Fig. 1: run 1, clock routing
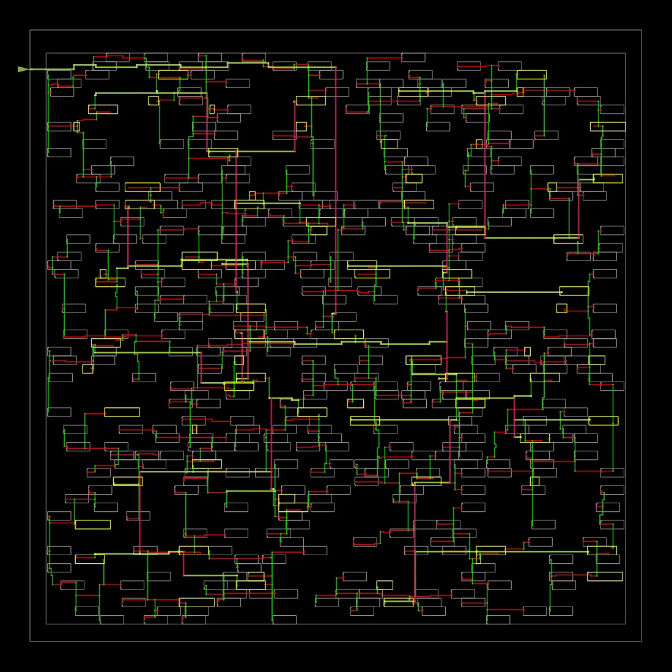
Fig. 2: run 1, met1 routing
Supply wires on this layer in grey.
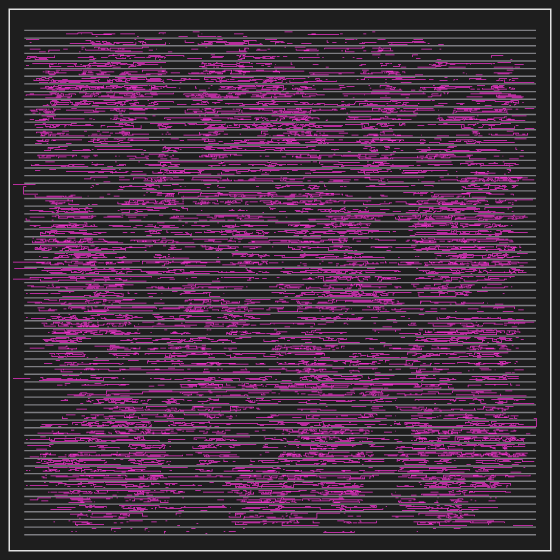
Fig. 3: run 1, supply network
Pins as bars on the die edge.
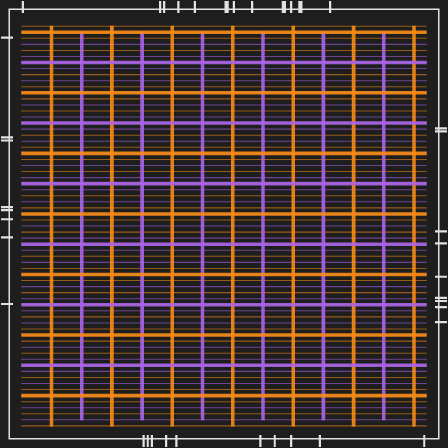
===== config.mk =====
export PLATFORM = sky130hd
export DESIGN_NAME = button_debounce
export DESIGN_NICKNAME = d
export VERILOG_FILES = /design/src/rtl/button_debounce.sv
export SDC_FILE = /design/constraint.sdc
export NUM_CORES = 1
export LEC_CHECK = 0
export CAP_MARGIN = 25
export CORE_MARGIN = 5
export CORE_UTILIZATION = 60
export CTS_CLUSTER_DIAMETER = 150
export DETAILED_ROUTE_END_ITERATION = 8
export GPL_TIMING_DRIVEN = 0
export PLACE_DENSITY = 0.74
export SYNTH_ARGS = -nofsm -noshare
export SYNTH_HDL_FRONTEND = slang
export SYNTH_SLANG_ARGS = --single-unit

===== constraint.sdc =====
create_clock -name clk -period 3.1 [get_ports clk]
set_input_delay 0.62 -clock clk [delete_from_list [all_inputs] [get_ports clk]]
set_output_delay 0.62 -clock clk [all_outputs]
set_load 0.005 [all_outputs]

===== src/rtl/button_debounce.sv =====
// Conditions board pushbuttons/DIP switches in the clk domain. Each bit is synchronised,
// debounced by a stable-time counter, and gets press/release pulses and a long-press flag.
module button_debounce #(
    parameter int WIDTH         = 8,
    parameter int STABLE_CYCLES = 200000,
    parameter int HOLD_CYCLES   = 100000000,
    parameter int ACTIVE_LOW    = 0
) (
    input  logic             clk,
    input  logic             rst_n,
    input  logic [WIDTH-1:0] btn_in,
    output logic [WIDTH-1:0] btn_level,
    output logic [WIDTH-1:0] btn_press,
    output logic [WIDTH-1:0] btn_release,
    output logic [WIDTH-1:0] btn_held
);

    localparam int CNT_W  = $clog2(STABLE_CYCLES);
    localparam int HOLD_W = $clog2(HOLD_CYCLES + 1);

    localparam logic [CNT_W-1:0]  CNT_LAST = CNT_W'(STABLE_CYCLES - 1);
    localparam logic [HOLD_W-1:0] HOLD_MAX = HOLD_W'(HOLD_CYCLES);

    // Normalise polarity so that 1 always means pressed from the first sync flop on.
    logic [WIDTH-1:0] raw;
    assign raw = (ACTIVE_LOW != 0) ? ~btn_in : btn_in;

    for (genvar i = 0; i < WIDTH; i++) begin : g_bit
        logic              sync_p0;
        logic              sync_p1;
        logic [CNT_W-1:0]  stable_cnt;
        logic [CNT_W-1:0]  stable_cnt_next;
        logic              level;
        logic              level_next;
        logic [HOLD_W-1:0] hold_cnt;
        logic [HOLD_W-1:0] hold_cnt_next;
        logic              press;
        logic              rel;
        logic              held;

        always_comb begin
            level_next      = level;
            stable_cnt_next = stable_cnt + CNT_W'(1);
            if (sync_p1 == level) begin
                stable_cnt_next = '0;
            end else if (stable_cnt == CNT_LAST) begin
                level_next      = sync_p1;
                stable_cnt_next = '0;
            end

            // Hold time starts counting the cycle after the level rises and is
            // cleared on the same edge the level falls, so held drops with release.
            hold_cnt_next = hold_cnt;
            if (!level || !level_next) begin
                hold_cnt_next = '0;
            end else if (hold_cnt != HOLD_MAX) begin
                hold_cnt_next = hold_cnt + HOLD_W'(1);
            end
        end

        always_ff @(posedge clk) begin
            if (!rst_n) begin
                sync_p0    <= 1'b0;
                sync_p1    <= 1'b0;
                stable_cnt <= '0;
                level      <= 1'b0;
                hold_cnt   <= '0;
                press      <= 1'b0;
                rel        <= 1'b0;
                held       <= 1'b0;
            end else begin
                sync_p0    <= raw[i];
                sync_p1    <= sync_p0;
                stable_cnt <= stable_cnt_next;
                level      <= level_next;
                hold_cnt   <= hold_cnt_next;
                press      <= level_next & ~level;
                rel        <= ~level_next & level;
                held       <= (hold_cnt_next == HOLD_MAX);
            end
        end

        assign btn_level[i]   = level;
        assign btn_press[i]   = press;
        assign btn_release[i] = rel;
        assign btn_held[i]    = held;
    end

endmodule


==> impl_metrics.tcl, run 1 <==
# collected from the flow reports
set metrics [dict create \
    post_synth_most_frequent_cells "438 x sky130_fd_sc_hd__nor2_1, 408 x sky130_fd_sc_hd__dfxtp_1, 194 x sky130_fd_sc_hd__xor2_1, 163 x sky130_fd_sc_hd__nand2_1" \
    total_leakage_power_nw 7.40 \
    ys_dominant_reg_cell "sky130_fd_sc_hd__dfxtp_1" \
    antenna_diode_count 0 \
    rr_startpoint "g_bit[5].stable_cnt[0]" \
    synth_adder_area_share_pct 1.51 \
    top_cell "sky130_fd_sc_hd__nor2_1" \
    yosysWarnings 0 \
    basic_gate_share_of_the_synthesized_area_counting_and_or_nand_and_nor_cells_pct 32.1 \
    setup.worst_path.end_class "register" \
    final_cell_mix "437 x sky130_fd_sc_hd__nor2_1, 408 x sky130_fd_sc_hd__dfxtp_1, 194 x sky130_fd_sc_hd__xor2_1, 163 x sky130_fd_sc_hd__nand2_1" \
    antenna_violations_before_repair 0 \
    synth_top_cell_by_area "sky130_fd_sc_hd__dfxtp_1" \
    route.vias.total 16559 \
    setup.worst_path.start_class "input pin" \
    rr_worst_depth 10 \
    ys_area_mm2 0.0199 \
    grt_setup_unrepaired "no" \
    clkSinkCount 408 \
    fmax_ghz 0.337 \
    tool_warnings 34 \
    placement.cell_area_mm2 0.0209 \
    path_delay_family "simple AND/OR/NAND/NOR gates" \
    clk_path_buf_depth 3 \
    detail_route.iter0.violations 889 \
    ys_async_sr_fraction_pct 0 \
    critPathMaxStageDelay_ns 0.67 \
    outcome "completed" \
]
Back to the opening pictures, Fig. 1:
TritonCTS Buffers: 43
sequential cell count of the final layout: 408
number of clock-tree buffers in the layout: 56
Skew-Pair Late Insertion Delay: 0.53 ns

Back to the opening pictures, Fig. 2:
share of all routed wire = 46%
wire length on this layer = 19400 µm
main direction = horizontal
nets with wire on the layer = 2392

Back to the opening pictures, Fig. 3:
VDD -> purple
VSS -> orange
rows = 66
signal pins = 42
met5 straps = 13

-- run 1: layout make-up --
class	count	area (µm²)
Clock inverter	22	333
Clock buffer	56	1250
Multi-Input combinational cell	1792	10900
Tap cell	442	553
Timing Repair Buffer	42	415
Sequential cell	408	8170
Fill cell	2692	10200
Inverter	59	221
Buffer	129	634
-- run 1: per-layer routing --
metal | global-route usage [%] | routed length, µm | vias to the layer above
li1 | - | - | 8345
met1 | 30.1 | 19400 | 7808
met2 | 38.0 | 19900 | 327
met3 | 3.27 | 1820 | 79
met4 | 6.58 | 962 | 0
met5 | 0 | 0 | -
-- run 1: power breakdown --
part	total, mW	internal [mW]	switching [mW]
Clock	5.66	3.51	2.15
Sequential	5.26	5.25	0.00876
Combinational	0.0717	0.0229	0.0488
-- run 1: metrics by stage --
stage | total power, mW | std cells | worst slack (ns) | TNS, ns
3_5_place_dp | 5.45 | 2871 | -0.594 | -51.84
6_report | 11.0 | 2950 | 0.137 | 0
4_1_cts | 11.1 | 2949 | 0.0771 | 0
2_1_floorplan | 5.41 | 2388 | 0.699 | 0
3_3_place_gp | 5.45 | 2871 | -0.581 | -49.00
5_1_grt | 11.4 | 2950 | 0.00742 | 0
-- run 1: state kept, by name, summed over array words and instances (netlist names) --
register          cells
g_bit.press           8
g_bit.sync_p0         8
g_bit.stable_cnt    144
g_bit.level           8
g_bit.hold_cnt      216
g_bit.rel             8
g_bit.held            8
g_bit.sync_p1         8
-- run 1: timing repair --
| action | 4_1_cts | 5_1_grt |
|---|---|---|
| endpoints found under the setup margin | 20 | 3 |
| hold buffers | 0 | 0 |
| resized | 3 | 5 |
| pin swaps | 0 | 0 |
| setup buffers | 0 | 0 |
==> run 2, diff against run 1 <==
--- a/config.mk
+++ b/config.mk
@@ -14,2 +14,3 @@
 export PLACE_DENSITY = 0.74
+export SETUP_SLACK_MARGIN = 0.05
 export SYNTH_ARGS = -nofsm -noshare
==> constraint.sdc (replaced) <==
create_clock -name clk -period 3.1 [get_ports clk]
set_input_delay 0.31 -clock clk [delete_from_list [all_inputs] [get_ports clk]]
set_output_delay 0.31 -clock clk [all_outputs]
set_load 0.005 [all_outputs]
==> run 2 against run 1 <==
  * Clock skew is 0.00057 ns higher
  * Clock power is essentially flat
  * Final area stayed put
  * Critical endpoint is now g_bit[5].held
  * Flip-flop count stayed put
  * Largest power group unchanged
  * Synthesized cell count stayed put
  * Wire length about the same
  * First-iteration DRC count decreased by 0.22%
  * Highest routed layer unchanged
  * Maximum frequency up 3.5%
  * Synthesized area stayed put
  * Non-clock buffer count stayed put
  * Sequential share of layout area is the same
==> impl_metrics.tcl, run 2 <==
# collected from the flow reports
set metrics [dict create \
    route.vias.total 16559 \
    registers.top_by_ff_count "g_bit.hold_cnt" \
    yosysWarnings 0 \
    cts_buffers 43 \
    tool_warnings 35 \
    detail_route.iter0.violations 887 \
    rr_worst_depth 10 \
    setup.worst_path.end_class "register" \
    top_cell "sky130_fd_sc_hd__nor2_1" \
    antenna_diode_count 0 \
    drt_drc_violations_left 0 \
    skew_pair_late_insertion_delay_ns 0.53 \
    totalNegativeSetupSlack_ns 0 \
    final_cell_mix "437 x sky130_fd_sc_hd__nor2_1, 408 x sky130_fd_sc_hd__dfxtp_1, 194 x sky130_fd_sc_hd__xor2_1, 163 x sky130_fd_sc_hd__nand2_1" \
    grt_setup_unrepaired "yes" \
    ys_area_mm2 0.0199 \
    setup.worst_path.start_class "register" \
    largest_registers "g_bit.hold_cnt (216), g_bit.stable_cnt (144)" \
    post_cts_buffers 0 \
    path_delay_family "simple AND/OR/NAND/NOR gates" \
    fmax_ghz 0.349 \
    ys_async_sr_fraction_pct 0 \
    synth_top_cell_by_area "sky130_fd_sc_hd__dfxtp_1" \
    post-place-ws_ns -0.284 \
    ys_dominant_reg_cell "sky130_fd_sc_hd__dfxtp_1" \
    outcome "completed" \
    clk_path_buf_depth 3 \
    critPathMaxStageDelay_ns 0.56 \
    placement.cell_area_mm2 0.0209 \
]
==> run 2: cell counts after synthesis <==
No cell type changed its count.
==> run 2: per-layer routing <==
layer  GRT usage (%)  wire length, µm
met5               0                0
met4            6.58              960
met3            3.27             1840
met2            38.0            19800
met1            30.1            19300
==> run 2: worst max path at each step <==
stage                        endpoint  cells past startpoint
3_5_place_dp   g_bit[6].stable_cnt[8]                      6
4_1_cts                 g_bit[7].held                      8
5_1_grt                 g_bit[1].held                      8
3_3_place_gp             g_bit[3].rel                      6
6_report                g_bit[5].held                     10
2_1_floorplan           g_bit[6].held                      8
==> run 2: logic make-up after synthesis <==
logic type,count (synthesis),synth area share (%)
AOI/OAI and AO/OA,159,5.03
xor gates and xnor gates,342,15.0
adders and majority gates,24,1.51
buffers and inverters,188,4.29
DFF,408,41.0
muxes,21,1.09
and+or+nand+nor,1246,32.1
==> run 2: what timing repair did <==
action / 4_1_cts / 5_1_grt
hold buffers: 0 / 0
setup endpoints to repair: 2 / 4
gates resized: 2 / 6
==> run 2: area by class of cell <==
class	count	area, µm²
fillers	2692	10200
clock inverters	22	333
flip-flops and latches	408	8170
multi-input cells	1792	10900
clock buffers	56	1250
plain buffers	129	633
inverters	59	221
well taps	442	553
repair buffers	42	415
==> run 2: stage by stage <==
stage	hold WS [ns]	instances
3_5_place_dp	0.423	2871
5_1_grt	0.360	2950
3_3_place_gp	0.416	2871
2_1_floorplan	0.412	2388
6_report	0.360	2950
4_1_cts	0.351	2949
==> run 2: report_power, final <==
group / internal (mW) / switching (mW)
Combinational: 0.0228 / 0.0490
Clock: 3.51 / 2.15
Sequential: 5.25 / 0.00876
Fig. 4: run 2, supply network
Pins as bars on the die edge.
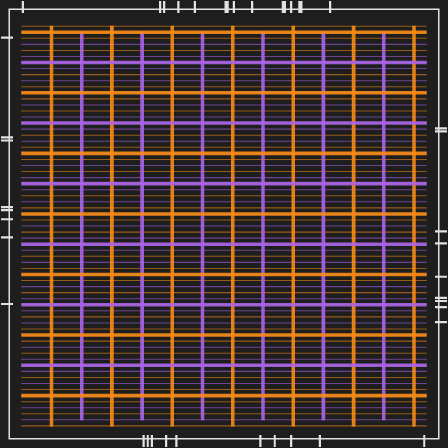
VDD -> purple
VSS -> orange
met1 rails = 67
met4 straps = 13
rows = 66
met5 straps = 13
signal pins = 42

Fig. 5: run 2, logic cells by family
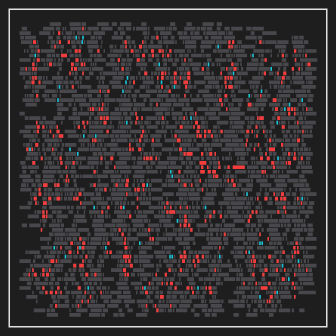
NAND gates -> red  # cells 440, most used nand2_1, where all over the die
inverters -> cyan  # cells 59, most used inv_1, where all over the die

==> run 3, diff against run 2 <==
MAX_ROUTING_LAYER = met4   (was unset)
Fig. 6: run 3, supply network
Pins as bars on the die edge.
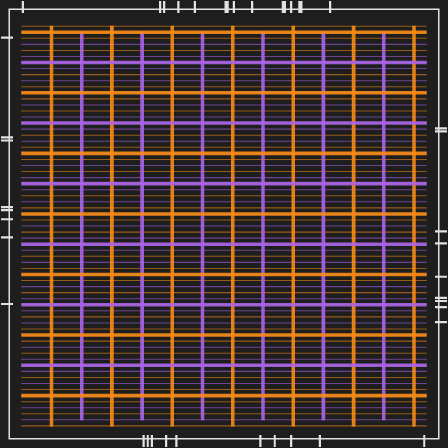
VDD -> purple
VSS -> orange
met4 straps = 13
rows = 66
met1 rails = 67
met5 straps = 13

==> run 3 against run 2 <==
  * Sequential power hardly changed
  * Global-route usage hardly changed
  * Clock power decreased by 9.2%
  * Critical path depth shrank 2
  * Via count shrank 0.12%
  * Die size stayed put
  * Wire length down 2.1%
  * Register-to-register slack worse by 0.05 ns
  * Final cell count decreased by 0.10%
==> impl_metrics.tcl, run 3 <==
# collected from the flow reports
set metrics [dict create \
    largest_registers "g_bit.hold_cnt (216), g_bit.stable_cnt (144)" \
    placement.cell_area_mm2 0.0209 \
    ys_async_sr_fraction_pct 0 \
    synth_top_cell_by_area "sky130_fd_sc_hd__dfxtp_1" \
    outcome "completed" \
    n_fill_cell 2751 \
    registers.top_by_ff_count "g_bit.hold_cnt" \
    worst_hold_margin_ns 0.360 \
    p_total_mw 10.5 \
    route.vias.total 16539 \
    final.setup.worst_slack_ns 0.183 \
    setup.worst_path.end_class "register" \
    total_leakage_power_nw 7.33 \
    largest_register_ffs 216 \
    grt_setup_unrepaired "no" \
    critPathMaxStageDelay_ns 0.49 \
    ys_area_mm2 0.0199 \
    drt_drc_violations_left 0 \
    cts_buffers 43 \
    ys_dominant_reg_cell "sky130_fd_sc_hd__dfxtp_1" \
    tool_warnings 34 \
    dp.cells 2871 \
    antenna_diode_count 0 \
    post-place-ws_ns -0.347 \
    fmax_ghz 0.343 \
    antenna_violations_before_repair 0 \
]
Fig. 7: run 3, clock routing
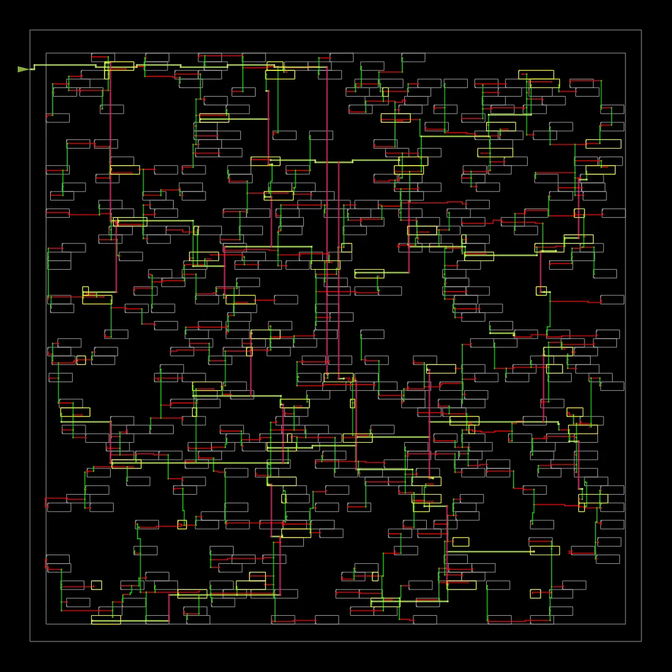
Clock Skews: 0.0107 ns
total clock network power: 5.14 mW
Skew-Pair Late Insertion Delay: 0.54 ns
number of sinks handled by clock tree synthesis: 408

-- run 3: cell counts after synthesis --
Identical to the previous run, type by type.
-- run 3: cell families after synthesis --
kind of cell	after synthesis	share of synthesized area [%]
compound gates	159	5.03
xor+xnor	342	15.0
fa+ha+maj	24	1.51
buf+inv	188	4.29
flops	408	41.0
mux	21	1.09
simple gates	1246	32.1
-- run 3: where the power goes --
group	leakage [nW]	switching (mW)	total [mW]	internal, mW
registers	3.29	0.00855	5.26	5.26
logic	3.34	0.0482	0.0715	0.0233
clock network	0.695	2.08	5.14	3.05
-- run 3: area by class of cell --
cell class	instances	area [µm²]	area share [%]
Buffer	129	639	2.86
Clock buffer	59	1240	5.54
Clock inverter	16	179	0.801
Inverter	59	221	0.991
Multi-Input combinational cell	1792	10900	48.9
Sequential cell	408	8170	36.5
Tap cell	442	553	2.47
Timing Repair Buffer	42	415	1.86
-- run 3: worst paths after layout --
| check | cells past startpoint | slack (ns) | startpoint | end |
|---|---|---|---|---|
| max | 8 | 0.18 | g_bit[7].hold_cnt[1] | g_bit[7].held |
| min | 2 | 0.36 | btn_in[0] | g_bit[0].sync_p0 |
| max reg2reg | 8 | 0.18 | g_bit[7].hold_cnt[1] | g_bit[7].held |
| min reg2reg | 1 | 0.43 | g_bit[6].sync_p0 | g_bit[6].sync_p1 |
-- run 3: per-layer routing --
layer	GRT usage, %	wire [µm]
met5	-	0
met4	7.57	1100
met3	3.22	1680
met2	36.3	19100
met1	29.2	19200
-- run 3: timing repair --
item                       4_1_cts  5_1_grt
resized                          2        9
setup endpoints to repair        2       11
gates cloned                     0        0
hold buffers                     0        0
pin swaps                        0        0
Power figures rest on the tool's default switching activity, not on a simulated workload.
